[config.mk]
export PLATFORM = sky130hd
export DESIGN_NAME = beam_sweep_ctrl
export DESIGN_NICKNAME = d
export VERILOG_FILES = /design/src/rtl/beam_sweep_ctrl.sv
export SDC_FILE = /design/constraint.sdc
export NUM_CORES = 1
export LEC_CHECK = 0
export CORE_ASPECT_RATIO = 1.25
export CORE_MARGIN = 2
export CORE_UTILIZATION = 59
export CTS_CLUSTER_DIAMETER = 50
export CTS_CLUSTER_SIZE = 30
export DETAILED_ROUTE_END_ITERATION = 6
export GPL_TIMING_DRIVEN = 0
export PLACE_DENSITY = 0.81
export SLEW_MARGIN = 20
export SYNTH_ARGS = -nofsm -noshare
export SYNTH_HDL_FRONTEND = slang
export SYNTH_SLANG_ARGS = --single-unit
[constraint.sdc]
create_clock -name clk -period 6.5 [get_ports clk]
set_clock_uncertainty 0.1 [all_clocks]
set_input_delay 1.3 -clock clk [delete_from_list [all_inputs] [get_ports clk]]
set_output_delay 1.3 -clock clk [all_outputs]
set_load 0.005 [all_outputs]
[src/rtl/beam_sweep_ctrl.sv]
// rtl/beam_sweep_ctrl.sv - beam sweep sequencer: weight-load handshake, per-beam magnitude dwell, best-beam pick.
// Optional macro BEAM_SWEEP_CTRL_TIMEOUT_EN adds a weight-load ack timeout that skips the beam and sets err.
module beam_sweep_ctrl #(
    parameter int NUM_BEAMS = 8,
    parameter int DATA_W    = 16,
    parameter int DWELL_W   = 16,
    parameter int ACC_W     = 32,
    parameter int TIMEOUT   = 64,
    localparam int BW       = $clog2(NUM_BEAMS)
) (
    input  logic               clk,
    input  logic               rst,
    input  logic               start,
    input  logic [DWELL_W-1:0] dwell_len,
    input  logic               sample_valid,
    input  logic [DATA_W-1:0]  sample_in,
    output logic               wload_req,
    input  logic               wload_ack,
    output logic [BW-1:0]      beam_idx,
    output logic               busy,
    output logic               done,
    output logic [BW-1:0]      best_beam,
    output logic [ACC_W-1:0]   best_metric,
    output logic               err
);

    typedef enum logic [2:0] {S_IDLE, S_LOAD, S_DWELL, S_CMP, S_DONE} state_t;

    state_t             r_state, w_next;
    logic [DWELL_W-1:0] r_dwell, r_cnt;
    logic [ACC_W-1:0]   r_acc, r_run_metric, r_best_metric;
    logic [BW-1:0]      r_beam, r_run_beam, r_best_beam;

    logic [DATA_W:0]    w_abs;
    logic [ACC_W:0]     w_sum;
    logic [ACC_W-1:0]   w_acc_next, w_new_metric;
    logic [BW-1:0]      w_new_beam;
    logic               w_last_sample, w_last_beam, w_update, w_timeout, w_skip;

    // Magnitude is one bit wider so the most negative sample maps to +2^(DATA_W-1).
    assign w_abs         = sample_in[DATA_W-1] ? ({1'b0, ~sample_in} + 1'b1) : {1'b0, sample_in};
    assign w_sum         = {1'b0, r_acc} + {{(ACC_W-DATA_W){1'b0}}, w_abs};
    assign w_acc_next    = w_sum[ACC_W] ? '1 : w_sum[ACC_W-1:0];
    assign w_last_sample = ({1'b0, r_cnt} + 1'b1) == {1'b0, r_dwell};
    assign w_last_beam   = (r_beam == BW'(NUM_BEAMS - 1));
    assign w_update      = !w_skip && ((r_acc > r_run_metric) || (r_beam == '0));
    assign w_new_beam    = w_update ? r_beam : r_run_beam;
    assign w_new_metric  = w_update ? r_acc  : r_run_metric;

`ifdef BEAM_SWEEP_CTRL_TIMEOUT_EN
    localparam int TO_W = $clog2(TIMEOUT + 1);

    logic [TO_W-1:0] r_to_cnt;
    logic            r_skip, r_err;

    assign w_timeout = (r_state == S_LOAD) && !wload_ack && (r_to_cnt == TO_W'(TIMEOUT - 1));
    assign w_skip    = r_skip;
    assign err       = r_err;

    always_ff @(posedge clk) begin
        if (rst) begin
            r_to_cnt <= '0;
            r_skip   <= 1'b0;
            r_err    <= 1'b0;
        end else if (r_state == S_IDLE && start) begin
            r_to_cnt <= '0;
            r_skip   <= 1'b0;
            r_err    <= 1'b0;
        end else if (r_state == S_LOAD) begin
            if (w_timeout) begin
                r_to_cnt <= '0;
                r_skip   <= 1'b1;
                r_err    <= 1'b1;
            end else if (wload_ack) begin
                r_to_cnt <= '0;
            end else begin
                r_to_cnt <= r_to_cnt + 1'b1;
            end
        end else if (r_state == S_CMP) begin
            r_skip <= 1'b0;
        end
    end
`else
    assign w_timeout = 1'b0;
    assign w_skip    = 1'b0;
    assign err       = (TIMEOUT < 0);
`endif

    always_ff @(posedge clk) begin
        if (rst) r_state <= S_IDLE;
        else     r_state <= w_next;
    end

    always_comb begin
        w_next    = r_state;
        wload_req = 1'b0;
        busy      = 1'b0;
        done      = 1'b0;
        case (r_state)
            S_IDLE:  if (start) w_next = S_LOAD;
            S_LOAD: begin
                wload_req = 1'b1;
                busy      = 1'b1;
                if (wload_ack)      w_next = S_DWELL;
                else if (w_timeout) w_next = S_CMP;
            end
            S_DWELL: begin
                busy = 1'b1;
                if (sample_valid && w_last_sample) w_next = S_CMP;
            end
            S_CMP: begin
                busy   = 1'b1;
                w_next = w_last_beam ? S_DONE : S_LOAD;
            end
            S_DONE: begin
                done   = 1'b1;
                w_next = S_IDLE;
            end
            default: w_next = S_IDLE;
        endcase
    end

    always_ff @(posedge clk) begin
        if (rst) begin
            r_dwell       <= '0;
            r_cnt         <= '0;
            r_acc         <= '0;
            r_beam        <= '0;
            r_run_beam    <= '0;
            r_run_metric  <= '0;
            r_best_beam   <= '0;
            r_best_metric <= '0;
        end else begin
            case (r_state)
                S_IDLE: if (start) begin
                    r_dwell      <= (dwell_len == '0) ? DWELL_W'(1) : dwell_len;
                    r_cnt        <= '0;
                    r_acc        <= '0;
                    r_beam       <= '0;
                    r_run_beam   <= '0;
                    r_run_metric <= '0;
                end
                S_DWELL: if (sample_valid) begin
                    r_acc <= w_acc_next;
                    r_cnt <= r_cnt + 1'b1;
                end
                S_CMP: begin
                    r_run_beam   <= w_new_beam;
                    r_run_metric <= w_new_metric;
                    r_acc        <= '0;
                    r_cnt        <= '0;
                    // Results publish on the edge into DONE so they are valid alongside the done pulse.
                    if (w_last_beam) begin
                        r_best_beam   <= w_new_beam;
                        r_best_metric <= w_new_metric;
                    end else begin
                        r_beam <= r_beam + 1'b1;
                    end
                end
                default: ;
            endcase
        end
    end

    assign beam_idx    = r_beam;
    assign best_beam   = r_best_beam;
    assign best_metric = r_best_metric;

endmodule

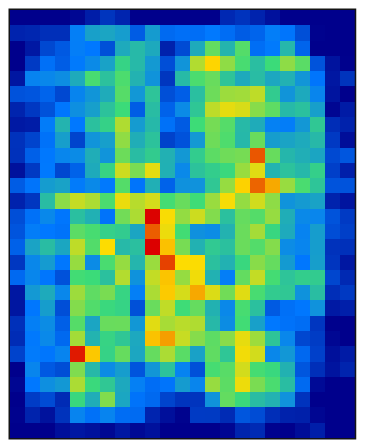
(images/metal_density.png)
The die is cut into 23 by 28 equal tiles; dark blue is low, red is high, scaled to the fullest tile. Values are wire area over tile area, all layers added.
tiles over half the peak: 26%
fullest tile: 0.77
densest ninth of the die: center

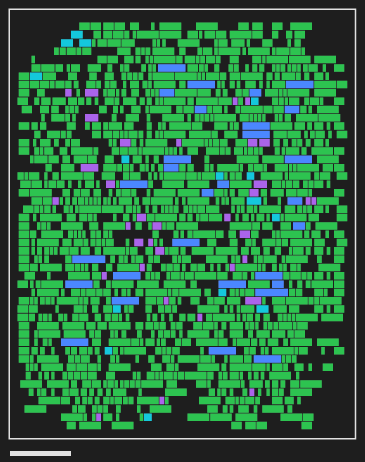
(images/sizes.png)
The bar under the picture is 20 um long.
[green] _0 and _1 cells | cells: 1139
[purple] _2 cells | cells: 34
[cyan] _3 and _4 cells | cells: 15
[blue] _6 and larger | cells: 29

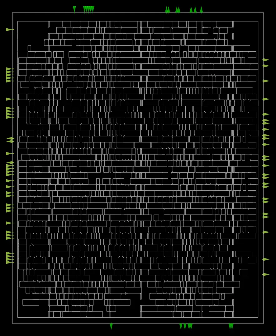
(images/placement.png)
Core Box Area: 0.0144 mm^2
Post-Layout Cell Count: 1395
Rows: 49
Seq area share: 27.2%

==> run summary <==
Drt total wl: 24200 um
Net Sw Power: 0.641 mW
Complex Gates by Area: 19.4%
Clk slew on worst S/H paths: 0.06 ns
Top cells by area: dfxtp_1, ha_1, nand2_1
NumNets Final: 1297
Max-slew violation count: 0
Top cell area share: 32.1%
Clk sinks: 140
CTS Buf Count: 17
Root buffer cell: clkbuf_16
Cell accounting for the most synthesized area: dfxtp_1
Crit path DRT: 6.72 ns
Dominant register cell: dfxtp_1
Slew margin rel.: 35.9%
Postcts setup bufs: 0
Gr ovfl total: 0
Ant diodes: 0
Worst hold path type: reg -> reg
EDFF count, synth: 0
Setup Viol. Count Final: 0
Status: finished clean
Cells after synthesis: 1108
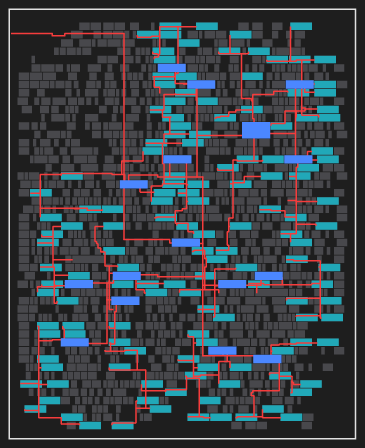
(images/clk_routes.png)
[blue] clock drivers | count: 17
[cyan] flip-flops | count: 140
[red] clock wires | length: 1750 um
flops lie: all over the die
routed clock nets: 18

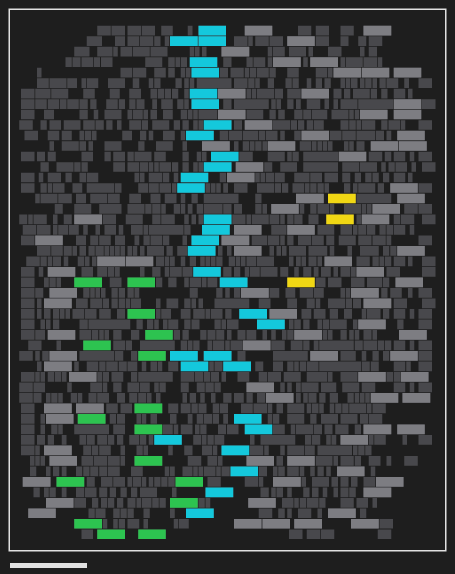
(images/flops_by_reg.png)
The bar under the picture is 20 um long.
[cyan] `r_acc` | flops: 32 | where: a vertical strip down the middle
[yellow] `best_beam` | flops: 3
[green] `r_cnt` | flops: 16
not colored: 89

==> worst paths after layout <==
kind | from | endpoint | slack, ns | depth (start not counted)
worst max-delay path | sample_in[4] | r_acc[25]$_SDFFE_PP0P_ | 1.08 | 14
worst min-delay path | r_dwell[15]$_SDFFE_PP0P_ | r_dwell[15]$_SDFFE_PP0P_ | 0.37 | 2
worst max register to register | r_acc[27]$_SDFFE_PP0P_ | best_metric[29]$_SDFFE_PP0P_ | 2.82 | 9
worst min register to register | r_dwell[15]$_SDFFE_PP0P_ | r_dwell[15]$_SDFFE_PP0P_ | 0.37 | 2
==> sequential cells by signal, summed over array words and instances, names as in the netlist <==
name,flops
r_state,3
best_metric,32
r_acc,32
r_cnt,16
r_run_beam,3
beam_idx,3
r_dwell,16
r_run_metric,32
best_beam,3
==> layer usage <==
metal | vias to the layer above | track usage [%] | wire (um)
li1 | 4155 | - | -
met4 | 0 | 16.4 | 1050
met3 | 77 | 4.89 | 1850
met2 | 393 | 52.4 | 11700
met1 | 3982 | 37.6 | 9650
met5 | - | 0 | 0
==> cell type report <==
type / count / area share [%]
flip-flops and latches: 140 / 27.2
repair buffers: 77 / 7.47
clock buffers: 21 / 4.66
clock inverters: 10 / 1.12
inverters: 46 / 1.67
well taps: 178 / 2.16
multi-input cells: 851 / 52.4
plain buffers: 72 / 3.33
==> power groups by stage <==
stage	logic, mW	registers [mW]	clock network (mW)
after CTS	0.395	0.897	0.975
final	0.400	0.898	0.974
after global placement	0.385	0.914	0
after detailed placement	0.390	0.915	0
after floorplan	0.268	0.909	0
after global routing	0.438	0.899	1.02
==> synth_stat cells (all sizes together) (3+ instances only) <==
cell and instances:
a21o 8, and3 9, a311oi 37, or3 9
inv 46, clkbuf 50, nor3b 4, a31oi 6
nand2b 45, xnor2 42, o21ai 87, buf 22
o211ai 6, a21oi 65, or4 8, mux2i 38
nor4 15, xor2 10, o21a 3, dfxtp 140
nand4 19, nand2 147, nor2b 5, and2 6
nand3 60, nor3 17, nand3b 3, and4 5
a221oi 5, or2 3, nor2 84, ha 54
o31ai 10, a211oi 5, a22oi 6
==> logic make-up after synthesis <==
family          count (synthesis)
xor+xnor                       52
flops                         140
fa+ha+maj                      55
buf+inv                       118
other cells                     1
mux                            38
compound gates                261
simple gates                  443
==> worst max-delay path, cell delays in order <==
cell and delay [ns]:
clkdlybuf4s50_1 0.47, or4_4 0.55, or3_4 0.35, or4_4 0.44, o41ai_2 0.25, xnor2_1 0.11, ha_1 0.40, nand2_1 0.13
nor4_1 0.32, nand3_1 0.16, a21oi_2 0.45, nand2_1 0.16, or4_1 0.42, o211a_1 0.13
==> through the flow <==
stage	cells	setup slack (ns)	power (mW)	hold WS [ns]	cell area (um^2)
3_3_place_gp	1364	0.675	1.30	0.345	9720
2_1_floorplan	1109	1.59	1.18	0.331	8730
6_report	1395	1.08	2.27	0.368	10300
4_1_cts	1395	1.10	2.27	0.371	10300
3_5_place_dp	1364	0.658	1.31	0.362	9720
5_1_grt	1395	0.875	2.36	0.388	10300
Power is estimated from default activity; no workload was simulated.
